<file path="src/rtl/alu_ctrl_pkg.sv">
// Shared ALU control definitions: op codes, 1-bit slice selects and FSM states.
package alu_ctrl_pkg;

  localparam logic [2:0] OP_AND = 3'b000;
  localparam logic [2:0] OP_OR  = 3'b001;
  localparam logic [2:0] OP_ADD = 3'b010;
  localparam logic [2:0] OP_SUB = 3'b110;
  localparam logic [2:0] OP_SLT = 3'b111;

  localparam logic [1:0] SEL_AND   = 2'b00;
  localparam logic [1:0] SEL_OR    = 2'b01;
  localparam logic [1:0] SEL_ARITH = 2'b10;

  typedef enum logic [1:0] {
    ST_IDLE = 2'd0,
    ST_RUN  = 2'd1,
    ST_DONE = 2'd2
  } state_t;

  // Legal op codes are the five listed above; everything else yields zero.
  function automatic logic op_legal(input logic [2:0] op);
    return (op == OP_AND) || (op == OP_OR) || (op == OP_ADD) ||
           (op == OP_SUB) || (op == OP_SLT);
  endfunction

  // Slice select for an op; illegal ops fall back to AND (of zeroed operands).
  function automatic logic [1:0] op_sel(input logic [2:0] op);
    logic [1:0] sel;
    case (op)
      OP_OR:                 sel = SEL_OR;
      OP_ADD, OP_SUB, OP_SLT: sel = SEL_ARITH;
      default:               sel = SEL_AND;
    endcase
    return sel;
  endfunction

  // B is inverted (and carry seeded to 1) for subtract-style ops.
  function automatic logic op_invert(input logic [2:0] op);
    return (op == OP_SUB) || (op == OP_SLT);
  endfunction

endpackage

</file>
<file path="src/rtl/serial_alu_seq_slice.sv">
// One-bit ALU slice: AND / OR / full-adder sum with optional B inversion.
module ALU_1bit
  import alu_ctrl_pkg::*;
(
  input  logic       a,
  input  logic       b,
  input  logic       invert_b,
  input  logic       cin,
  input  logic [1:0] sel,
  output logic       data_out,
  output logic       cout
);

  logic b_eff;
  logic sum;

  assign b_eff = b ^ invert_b;
  assign sum   = a ^ b_eff ^ cin;
  assign cout  = (a & b_eff) | (a & cin) | (b_eff & cin);

  // Output mux selected by the decoded op.
  always_comb begin
    data_out = 1'b0;
    case (sel)
      SEL_AND:   data_out = a & b_eff;
      SEL_OR:    data_out = a | b_eff;
      SEL_ARITH: data_out = sum;
      default:   data_out = 1'b0;
    endcase
  end

endmodule

</file>
<file path="src/rtl/serial_alu_seq.sv">
// Bit-serial ALU sequencer: one bit per clock, LSB first, through a single
// 1-bit slice. Handshake: a request is taken when start=1 while the block is
// ready (IDLE or DONE); busy is high while bits are processed; done is a
// one-cycle pulse in which result/zero/overflow first show the new values.
module serial_alu_seq
  import alu_ctrl_pkg::*;
#(
  parameter int WIDTH = 32
) (
  input  logic             clk,
  input  logic             rst,
  input  logic             start,
  input  logic [2:0]       op,
  input  logic [WIDTH-1:0] data_a,
  input  logic [WIDTH-1:0] data_b,
  output logic             busy,
  output logic             done,
  output logic [WIDTH-1:0] result,
  output logic             zero,
  output logic             overflow
);

  localparam int CNT_W = $clog2(WIDTH);

  state_t           state;
  state_t           state_next;
  logic [CNT_W-1:0] count;
  logic [WIDTH-1:0] a_sh;
  logic [WIDTH-1:0] b_sh;
  logic [WIDTH-2:0] acc;
  logic             carry;
  logic             invert;
  logic [2:0]       op_q;

  logic             ready;
  logic             accept;
  logic             last_bit;
  logic [1:0]       sel;
  logic             slice_out;
  logic             slice_cout;
  logic [WIDTH-1:0] shifted;
  logic             arith_ov;
  logic             less;
  logic [WIDTH-1:0] final_res;
  logic             final_ov;

  assign ready    = (state == ST_IDLE) || (state == ST_DONE);
  assign accept   = start && ready;
  assign last_bit = (state == ST_RUN) && (count == CNT_W'(WIDTH - 1));
  assign sel      = op_sel(op_q);

  ALU_1bit u_slice (
    .a        (a_sh[0]),
    .b        (b_sh[0]),
    .invert_b (invert),
    .cin      (carry),
    .sel      (sel),
    .data_out (slice_out),
    .cout     (slice_cout)
  );

  // The newest bit enters from the MSB side; on the last bit this is the full result.
  assign shifted = {slice_out, acc};

  // On the last bit, carry holds the MSB carry-in and slice_cout the MSB carry-out.
  assign arith_ov  = carry ^ slice_cout;
  assign less      = slice_out ^ arith_ov;
  assign final_ov  = ((op_q == OP_ADD) || (op_q == OP_SUB)) && arith_ov;
  assign final_res = (op_q == OP_SLT) ? {{(WIDTH-1){1'b0}}, less} : shifted;

  // FSM state register.
  always_ff @(posedge clk) begin
    if (rst) state <= ST_IDLE;
    else     state <= state_next;
  end

  // Next-state decode and handshake outputs.
  always_comb begin
    state_next = state;
    busy       = 1'b0;
    done       = 1'b0;
    case (state)
      ST_IDLE: begin
        if (start) state_next = ST_RUN;
      end
      ST_RUN: begin
        busy = 1'b1;
        if (last_bit) state_next = ST_DONE;
      end
      ST_DONE: begin
        done       = 1'b1;
        state_next = start ? ST_RUN : ST_IDLE;
      end
      default: state_next = ST_IDLE;
    endcase
  end

  // Operand shifters, carry, bit counter and the held result/flag registers.
  always_ff @(posedge clk) begin
    if (rst) begin
      count    <= '0;
      a_sh     <= '0;
      b_sh     <= '0;
      acc      <= '0;
      carry    <= 1'b0;
      invert   <= 1'b0;
      op_q     <= OP_AND;
      result   <= '0;
      zero     <= 1'b0;
      overflow <= 1'b0;
    end else if (accept) begin
      count  <= '0;
      a_sh   <= op_legal(op) ? data_a : '0;
      b_sh   <= op_legal(op) ? data_b : '0;
      acc    <= '0;
      carry  <= op_invert(op);
      invert <= op_invert(op);
      op_q   <= op;
    end else if (state == ST_RUN) begin
      carry <= slice_cout;
      a_sh  <= a_sh >> 1;
      b_sh  <= b_sh >> 1;
      acc   <= shifted[WIDTH-1:1];
      count <= count + CNT_W'(1);
      if (last_bit) begin
        result   <= final_res;
        zero     <= (final_res == '0);
        overflow <= final_ov;
      end
    end
  end

endmodule

</file>
<file path="config.mk">
export PLATFORM = sky130hd
export DESIGN_NAME = serial_alu_seq
export DESIGN_NICKNAME = d
export VERILOG_FILES = /design/src/rtl/alu_ctrl_pkg.sv /design/src/rtl/serial_alu_seq_slice.sv /design/src/rtl/serial_alu_seq.sv
export SDC_FILE = /design/constraint.sdc
export NUM_CORES = 1
export LEC_CHECK = 0
export CORE_ASPECT_RATIO = 0.9
export CORE_MARGIN = 10
export CORE_UTILIZATION = 40
export DETAILED_ROUTE_END_ITERATION = 6
export GPL_ROUTABILITY_DRIVEN = 0
export PLACE_DENSITY = 0.7
export SLEW_MARGIN = 20
export SYNTH_ARGS = -nofsm -noshare
export SYNTH_HDL_FRONTEND = slang
export SYNTH_SLANG_ARGS = --single-unit
</file>
<file path="constraint.sdc">
create_clock -name clk -period 3.1 [get_ports clk]
set_input_delay 0.62 -clock clk [delete_from_list [all_inputs] [get_ports clk]]
set_output_delay 0.62 -clock clk [all_outputs]
set_load 0.005 [all_outputs]
</file>
### Track usage over the die, run 1

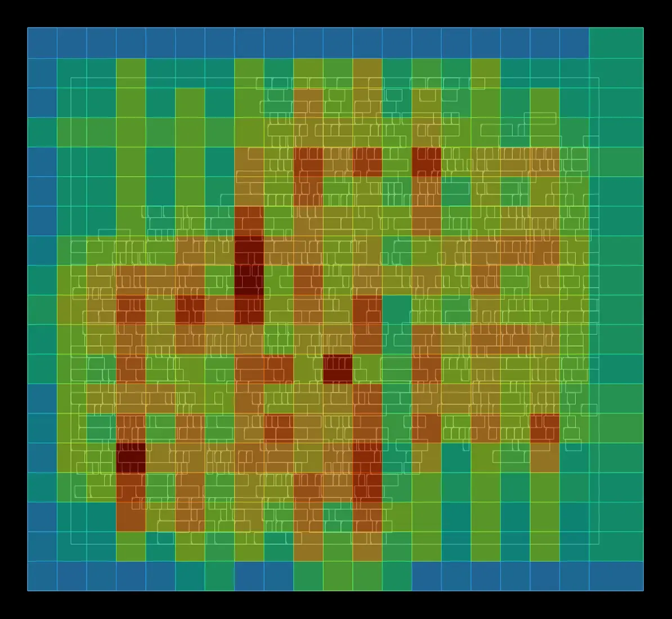
routed len/inst: 15.8 um
met1 global-route usage: 20.2%
met2 Usage GRT: 23.8%
busiest layer in global routing: met2
GRT Total Usage: 15.6%

### Sizing map, run 1

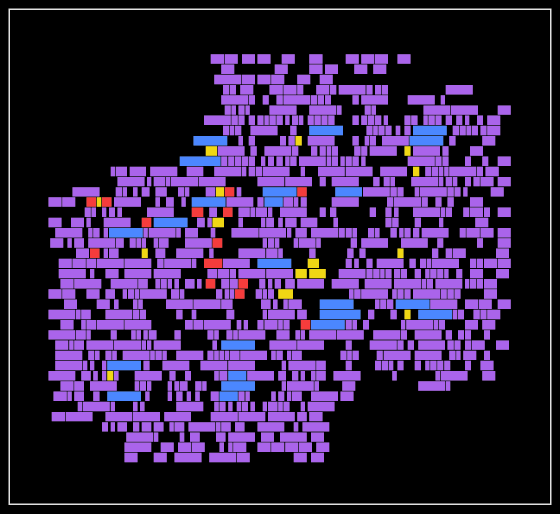
- _0 and _1 cells: purple (cells 730)
- _6 and larger: blue (cells 23)
- _2 cells: yellow (cells 15)
- _3 and _4 cells: red (cells 14)

### Met1 routing, run 1

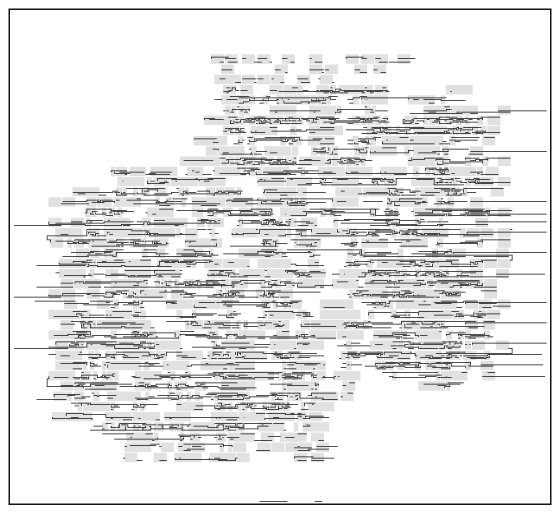
- longest straight run: 29.0 um
- main direction: horizontal
- share of all routed wire: 45%
final WL: 15000 um
via count: 5078

### Placement density heat map, run 1

Scale bar: 50 um. The die is cut into 14 by 13 equal tiles; dark blue is low, red is high, 0 to 100% covered.
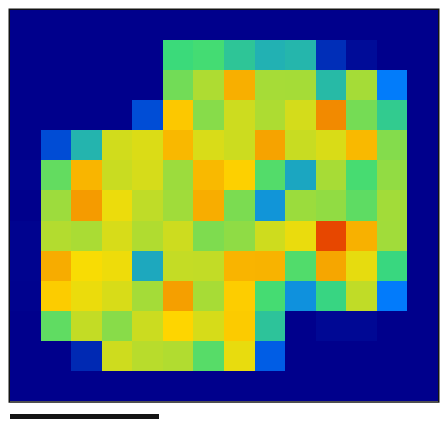
- densest ninth of the die: center
- mean over tiles: 37%
- emptiest ninth of the die: north-west
final core occ: 53.9%
Core Region: 13400 um^2

==> run summary, run 1 <==
fresh numbers from the pnr run: setup violators final 0, DPL Wire Length 9930 um, post-CTS setup buffer count 0, Die Ht 131 um, Cell Count Post-Placement 918, Top cells excl fill/tap 141 x dfxtp_1, 105 x clkdlybuf4s50_1, 104 x nor2_1, 101 x a21oi_1, 80 x nand2_1, FP Util 41.1%, vias in the first global route 4760, synthesis-to-finish area growth 31.2%, Final Max Tran Viols 0, max frequency 0.425 GHz, Dominant cell area share 51.2%, WP data required 2.48 ns, hold_buf cts 0, Rows 40, Hold Path Class reg -> reg, initial antenna violation count 0, largest net degree at the start of global routing 81, Yosys cell types 36, CP Capture Type output pin, Synth Seq Share 51.2%, status finished, final reports clean, Yosys warnings 0, clk ins delay skew pair 0.41 ns, Synth Register Bits 141, Die X-Extent 144 um, Hold Path Stages 2, net count after synthesis 769, # port buffers 105, CTS Sinks 141, Num CTS Buffers 17, Worst-Margin Slew 0.748 ns, post-CTS resize count 0, Layout fillers 1219, Syn Inst Count 694, CTS max path bufs 2, CTS clock-pin slew for the worst setup and hold paths 0.05 ns, # IOs 106, tool warning count 28, htree depth 4, crit path launch state[0], fin nets 844, Synth Cell Area 5510 um^2, Ant. Diodes 0, Arrival @ worst endpoint 1.73 ns, first-pass GRT wire length 24200 um, grt ovf 0, drt via density 5.35, Worst Path Max Fanout 19, area reported by Yosys stat 5510 um^2, leading area contributor after synthesis dfxtp_1, DRT iter0 DRCs 364, Detailed Routing Iterations Pass 1 5, Antenna Nets Post-Route 0, R2R depth 9, most frequent logic cell in the layout dfxtp_1, layout cell share with drive strength beyond 1 6.65%, Setup CP Type reg -> out, unrepaired setup endpoints after global routing no, Max VDD drop 0.353 mV, Avg Synthesized Cell Area 7.94 um^2, Final Instance Count excl. Fillers 950, MaxCap Viol Count 0, Worst Clk Skew 0.00615 ns, min-delay src count[4]
-- run 1: where the power goes --
| part | total (uW) | switching (uW) | internal, uW |
|---|---|---|---|
| clock | 1990 | 749 | 1240 |
| sequential | 1950 | 46.3 | 1900 |
| combinational | 459 | 264 | 195 |
-- run 1: Yosys cell counts --
| master | instances |
|---|---|
| a211oi_1 | 1 |
| a211oi_2 | 1 |
| a21oi_1 | 101 |
| a21oi_2 | 1 |
| a22oi_1 | 31 |
| a311oi_1 | 1 |
| a31oi_1 | 2 |
| a32oi_1 | 2 |
| and2b_1 | 1 |
| and3_1 | 2 |
| buf_1 | 10 |
| buf_2 | 11 |
| clkbuf_1 | 39 |
| dfxtp_1 | 141 |
| fa_1 | 1 |
| ha_1 | 4 |
| inv_1 | 3 |
| inv_2 | 1 |
| mux2_2 | 1 |
| nand2_1 | 81 |
| nand2b_1 | 2 |
| nand3_1 | 5 |
| nand3b_1 | 2 |
| nand4_1 | 2 |
| nor2_1 | 104 |
| nor2b_1 | 3 |
| nor2b_2 | 1 |
| nor3_1 | 61 |
| nor4_1 | 7 |
| o211ai_1 | 1 |
| o21ai_0 | 61 |
| o21ai_1 | 1 |
| or3_1 | 1 |
| or4_1 | 1 |
| xnor2_1 | 2 |
| xor2_1 | 5 |
-- run 1: critical path: stages, from the launching register on --
cell and delay, ns:
dfxtp_1 0.41, nand2b_2 0.28, inv_2 0.12, clkdlybuf4s50_1 0.51
-- run 1: flip-flops by register name (all words and copies together) (netlist names) --
name,count
invert,1
acc,31
b_sh,32
count,5
overflow,1
state,2
zero,1
op_q,3
result,32
carry,1
a_sh,32
-- run 1: kinds of logic (layout without fill, tap and decap cells) --
logic type      Yosys count  in the layout  share of synthesized area (%)
fa+ha+maj                 5              5                           1.27
simple gates            273            273                           21.2
buf+inv                  64            152                           4.61
mux                       1              1                          0.204
xor+xnor                  7              7                           1.11
compound gates          203            203                           20.4
flops                   141            141                           51.2
-- run 1: per-stage QoR --
step / cell area, um^2 / hold WS (ns) / power, uW / setup slack, ns
global route: 7230 / 0.496 / 4570 / 0.597
finish: 7230 / 0.460 / 4400 / 0.746
global placement: 6640 / 0.447 / 2420 / 0.657
detailed placement: 6650 / 0.455 / 2440 / 0.553
CTS: 7230 / 0.463 / 4420 / 0.730
floorplan: 5510 / 0.441 / 2270 / 1.06
-- run 1: per-layer routing --
metal | GRT usage, % | vias to the layer above | part of all wire [%]
met3 | 6.38 | 11 | 8.3
met2 | 23.8 | 152 | 46
met1 | 20.2 | 2379 | 45
met4 | 3.34 | 0 | 0.61
li1 | - | 2536 | -
met5 | 0 | - | 0
-- run 1: area by class of cell --
type / count / area [um^2] / area share [%]
tap: 168 / 210 / 2.91
multi-input combinational: 489 / 2450 / 33.9
sequential: 141 / 2820 / 39.0
clock buffer: 20 / 467 / 6.45
inverter: 4 / 15.0 / 0.208
timing repair buffer: 116 / 1150 / 15.9
clock inverter: 12 / 119 / 1.64
-- run 1: worst paths after layout --
kind / endpoint / slack (ns)
worst max-delay path: busy / 0.75
worst min register to register: count[4] / 0.46
worst min-delay path: count[4] / 0.46
worst max register to register: zero / 0.79
## Run 2: what changed since run 1
--- a/config.mk
+++ b/config.mk
@@ -10,7 +10,7 @@
 export CORE_UTILIZATION = 40
 export DETAILED_ROUTE_END_ITERATION = 6
 export GPL_ROUTABILITY_DRIVEN = 0
-export PLACE_DENSITY = 0.7
+export PLACE_DENSITY = 0.73
 export SLEW_MARGIN = 20
 export SYNTH_ARGS = -nofsm -noshare
 export SYNTH_HDL_FRONTEND = slang
==> constraint.sdc (replaced) <==
create_clock -name clk -period 2.13 [get_ports clk]
set_input_delay 0.426 -clock clk [delete_from_list [all_inputs] [get_ports clk]]
set_output_delay 0.426 -clock clk [all_outputs]
set_load 0.005 [all_outputs]
### Metal 2, run 2

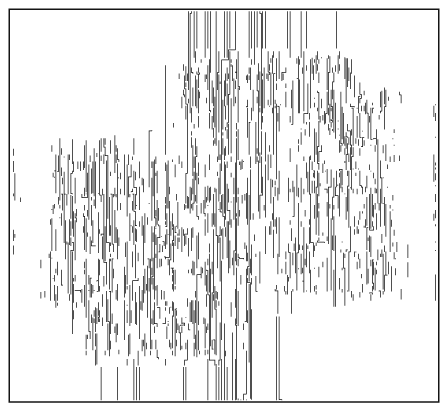
- share of all routed wire: 44%
- main direction: vertical
- nets with wire on the layer: 656
final WL: 15100 um
met2 Usage GRT: 22.9%
via count: 5073

==> run 2 against run 1 <==
Net effect:
- synthesized cell count stayed put
- clock skew up 0.00080 ns
- combinational power rose by 53%
==> run summary, run 2 <==
fresh numbers from the pnr run: area reported by Yosys stat 5510 um^2, Antenna Nets Post-Route 0, hold slack 0.466 ns, # port buffers 105, Yosys warnings 0, # IOs 106, DRT iter0 DRCs 369, PnR worst setup slack 0.111 ns, CTS max path bufs 2, XOR/XNOR Area Share 1.11%, largest net degree at the start of global routing 68, Top Registers a_sh: 32 flops, b_sh: 32 flops, result: 32 flops, Net Sw Frac 22.9%, top cells by count 141 x dfxtp_1, 104 x nor2_1, 101 x a21oi_1, 81 x nand2_1, hold_buf cts 0, CTS Sinks 141, EDFF count, synth 0, CP Capture Type output pin, layout cell share with drive strength beyond 1 8.44%, fraction of the mapped netlist area in simple logic gates 21.2%, Num CTS Buffers 17, Avg Synthesized Cell Area 7.94 um^2, most frequent logic cell in the layout dfxtp_1, Dominant flop cell dfxtp_1, WP data required 1.70 ns, Synth Register Bits 141, Core Region 13400 um^2, clock group share of total power 47.6%, Top cells excl fill/tap 139 x dfxtp_1, 105 x clkdlybuf4s50_1, 104 x nor2_1, 101 x a21oi_1, 80 x nand2_1, Yosys cell types 36, Die X-Extent 144 um, Slowest cell on crit path clkdlybuf4s50_1, FP Util 41.1%, Ant. Diodes 0, final core occ 55.7%, GRT Total Usage 15.7%, worst-path cell chain nor2b_1 > clkdlybuf4s50_1, status finished, final reports clean, initial antenna violation count 1, DPL Wire Length 9530 um, Worst Clk Skew 0.00695 ns, tool warning count 28, most frequent cell after synthesis dfxtp_1, Adder Area Share 1.27%, crit-path leading delay family buffers and inverters, ys async rst share 0%, Worst-Margin Slew 0.624 ns, fin nets 857, net count after synthesis 769, net load switching power 1550 uW, setup violators final 0, Setup CP Type reg -> out, area fraction in compound gates 20.4%, combinational power share 10.4%, CP peak stage delay 0.57 ns, Die Ht 131 um, Layout fillers 1207, first-pass GRT wire length 24200 um, P_int 5200 uW, drt via density 5.27, vias in the first global route 4779, Hold Path Class reg -> reg, grt ovf 0, leading area contributor after synthesis dfxtp_1, Mux area share 0.204%, synthesis-to-finish area growth 35.6%, Detailed Routing Iterations Pass 1 5
-- run 2: cell count changes in the layout (fill, tap and decap cells not counted), sizes merged --
cell / change
clkinvlp: +1
buf: +13
clkbuf: -1
clkinv: -4
bufinv: +3
-- run 2: through the flow --
step | cells | instance area (um^2) | TNS (ns)
6_report | 962 | 7470 | 0
5_1_grt | 962 | 7470 | -0.100
4_1_cts | 958 | 7420 | 0
3_5_place_dp | 927 | 6770 | 0
3_3_place_gp | 927 | 6770 | 0
2_1_floorplan | 694 | 5510 | 0
-- run 2: cell type report --
class | count | area [um^2] | share of cell area (%)
flip-flops and latches | 141 | 2830 | 37.8
multi-input cells | 489 | 2460 | 32.9
repair buffers | 129 | 1320 | 17.7
clock buffers | 19 | 453 | 6.06
well taps | 168 | 210 | 2.81
clock inverters | 12 | 193 | 2.58
inverters | 4 | 15.0 | 0.201
-- run 2: worst reg2reg max path, stage by stage (launching register included) --
cell	delay, ns
dfxtp_2	0.35
xor2_2	0.22
fa_1	0.46
a211oi_2	0.24
a21oi_2	0.06
or4_1	0.51
o211ai_1	0.08
-- run 2: power by group through the flow --
stage	clock network [uW]	logic, uW	registers, uW
after floorplan	0	428	2870
after global placement	0	689	2890
after detailed placement	0	695	2890
after CTS	3260	704	2840
after global routing	3390	784	2850
final	3210	702	2840
-- run 2: path summary, 6_finish.rpt --
kind	start	end	slack, ns	cells past startpoint
max	state[1]	done	0.11	2
min	count[4]	count[4]	0.47	2
max reg2reg	invert	zero	0.12	6
min reg2reg	count[4]	count[4]	0.47	2
-- run 2: cells by family after synthesis --
family	Yosys count
and+or+nand+nor	273
adders and majority gates	5
xor gates and xnor gates	7
AOI/OAI and AO/OA	203
buffers and inverters	64
DFF	141
muxes	1
-- run 2: metal layers --
metal | wire [um] | GRT usage [%] | part of all wire, %
met1 | 7050 | 20.4 | 47
met2 | 6660 | 22.9 | 44
met4 | 189 | 5.39 | 1.3
met3 | 1220 | 6.52 | 8.0
met5 | 0 | 0 | 0
-- run 2: timing repair --
item                                    in CTS  in global routing
buffers inserted                             0                  3
gates resized                                1                  4
endpoints found under the setup margin       1                 23
pin swaps                                    0                  1
gates cloned                                 0                  1
## Run 3: what changed since run 2
--- a/config.mk
+++ b/config.mk
@@ -8,6 +8,7 @@
 export CORE_ASPECT_RATIO = 0.9
 export CORE_MARGIN = 10
 export CORE_UTILIZATION = 40
+export CTS_CLUSTER_SIZE = 14
 export DETAILED_ROUTE_END_ITERATION = 6
 export GPL_ROUTABILITY_DRIVEN = 0
 export PLACE_DENSITY = 0.73
### Met1 routing, run 3

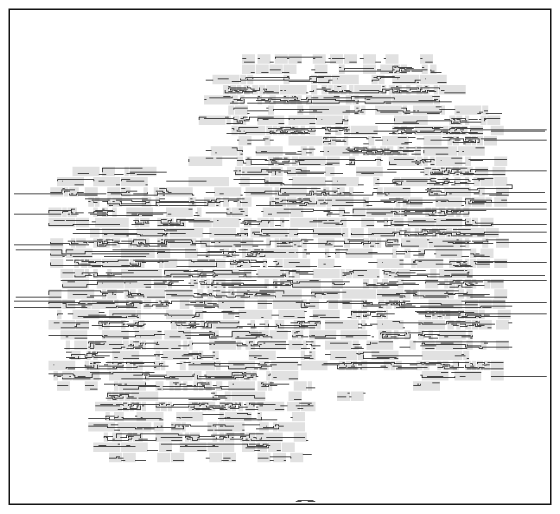
- main direction: horizontal
- share of all routed wire: 47%
- longest straight run: 51.5 um
- nets with wire on the layer: 791
- wire length on this layer: 7050 um
met1 global-route usage: 20.4%

==> run 3 against run 2 <==
Net effect:
- sequential cell count unchanged
- sequential power about the same
- combinational power barely moved
- non-clock buffer count did not move
- final cell count did not move
- register-to-register slack barely moved
- clock power about the same
- fmax is the same
- global-route usage did not move
- worst setup slack is the same
- design area is the same
- clock skew did not move
- critical path type unchanged
- critical endpoint unchanged
==> run summary, run 3 <==
fresh numbers from the pnr run: status finished, final reports clean, CP startpoint kind register, area reported by Yosys stat 5510 um^2, WP data required 1.70 ns, top cells by count 141 x dfxtp_1, 104 x nor2_1, 101 x a21oi_1, 81 x nand2_1, sequential standard cell area 2830 um^2, worst-path cell chain nor2b_1 > clkdlybuf4s50_1, root cell of the clock tree clkbuf_16, fin nets 857, # IOs 106, # port buffers 105, combinational power share 10.4%, Hold Path Class reg -> reg, clock group share of total power 47.6%, vias in the first global route 4779, power share of the sequential group 42.0%, GRT Total Usage 15.7%, Overall Power 6750 uW, die footprint 18900 um^2, Tmin final 2.02 ns, Slowest cell on crit path clkdlybuf4s50_1, Top Registers a_sh: 32 flops, b_sh: 32 flops, result: 32 flops, Residual DRC 0, setup violators final 0, Dominant flop cell dfxtp_1, Antenna Nets Post-Route 0, Synth Seq Share 51.2%, EDFF count, synth 0, Setup CP Type reg -> out, drt via density 5.27, grt ovf 0, CTS Sinks 141, Ant. Diodes 0, DPL Wire Length 9530 um, largest net degree at the start of global routing 68, CTS max path bufs 2, Yosys warnings 0, FP Util 41.1%, initial antenna violation count 1, Dominant cell area share 51.2%, setup total negative slack 0 ns, Synth Register Bits 141, DRT iter0 DRCs 369, max frequency 0.495 GHz, most frequent cell after synthesis dfxtp_1, Yosys cell types 36, leading area contributor after synthesis dfxtp_1, hold_buf cts 0, P_int 5200 uW, biggest area cells dfxtp_1 51%, a21oi_1 9.2%, nor2_1 7.1%, nor3_1 5.5%, o21ai_0 5.5%, CTS clock-pin slew for the worst setup and hold paths 0.06 ns, Arrival @ worst endpoint 1.59 ns, Top cells excl fill/tap 139 x dfxtp_1, 105 x clkdlybuf4s50_1, 104 x nor2_1, 101 x a21oi_1, 80 x nand2_1, Die Ht 131 um, routed len/inst 15.7 um, Num CTS Buffers 17, Power Density 903 nW/um^2, Final Max Tran Viols 0, Core Region 13400 um^2, htree depth 4, Die X-Extent 144 um, via count 5073, CP peak stage delay 0.57 ns, net count after synthesis 769, final WL 15100 um, final core occ 55.7%, most frequent logic cell in the layout dfxtp_1, Layout fillers 1207, Worst-Margin Slew 0.624 ns, Synth Cell Area 5510 um^2, layout cell share with drive strength beyond 1 8.44%, CP Capture Type output pin, Syn Inst Count 694, Final period util 94.8%, Worst Path Max Fanout 3, Leakage 0.00274 uW, Slew HR 58.4%, clk ins delay skew pair 0.42 ns, Rows 40, MaxCap Viol Count 0, first-pass GRT wire length 24200 um, Net Sw Frac 22.9%, Yosys Instances 694, tool warning count 28, CTS tree yes, MI comb area 2460 um^2, ys async rst share 0%, Avg Synthesized Cell Area 7.94 um^2, Max VDD drop 0.611 mV, synthesis-to-finish area growth 35.6%, hold slack 0.466 ns, net load switching power 1550 uW, Detailed Routing Iterations Pass 1 5, Fin. Hold Viols 0, Worst Clk Skew 0.00695 ns
[run 3: cell counts after synthesis]
Identical to the previous run, type by type.
[run 3: area by class of cell]
cell class,count,area share [%]
clock inverter,12,2.58
inverter,4,0.201
clock buffer,19,6.06
timing repair buffer,129,17.7
tap,168,2.81
multi-input combinational,489,32.9
sequential,141,37.8
[run 3: critical path: cells and delay by family, from the launching register on]
family	cells	cell delay (ns)
flops	1	0.34
simple gates	1	0.27
buf+inv	1	0.57
[run 3: worst paths after layout]
kind | startpoint | endpoint | depth (start not counted) | slack, ns
worst max register to register | invert | zero | 6 | 0.12
worst max-delay path | state[1] | done | 2 | 0.11
worst min-delay path | count[4] | count[4] | 2 | 0.47
worst min register to register | count[4] | count[4] | 2 | 0.47
[run 3: what timing repair did]
item / 4_1_cts / 5_1_grt
setup buffers: 0 / 3
pin swaps: 0 / 1
gates cloned: 0 / 1
resized: 1 / 4
setup endpoints to repair: 1 / 23
[run 3: logic make-up after synthesis]
logic type | share of synthesized area [%]
DFF | 51.2
buffers and inverters | 4.61
adders and majority gates | 1.27
AOI/OAI and AO/OA | 20.4
and+or+nand+nor | 21.2
muxes | 0.204
xor gates and xnor gates | 1.11
[run 3: power by group through the flow]
| stage | clock [uW] | combinational [uW] | sequential (uW) |
|---|---|---|---|
| after floorplan | 0 | 428 | 2870 |
| after global placement | 0 | 689 | 2890 |
| after detailed placement | 0 | 695 | 2890 |
| after CTS | 3260 | 704 | 2840 |
| after global routing | 3390 | 784 | 2850 |
| final | 3210 | 702 | 2840 |
[run 3: layer usage]
layer  part of all wire [%]  vias to the layer above  wire (um)  track usage, %
met3                    8.0                       18       1220            6.52
met1                     47                     2340       7050            20.4
li1                       -                     2560          -               -
met4                    1.3                        0        189            5.39
met5                      0                        -          0               0
met2                     44                      155       6660            22.9
[run 3: per-stage QoR]
step	worst slack (ns)	cells	cell area (um^2)
finish	0.111	962	7470
global route	-0.0533	962	7470
detailed placement	0.0135	927	6770
global placement	0.0766	927	6770
CTS	0.0173	958	7420
floorplan	0.0934	694	5510
Power figures rest on the tool's default switching activity, not on a simulated workload.
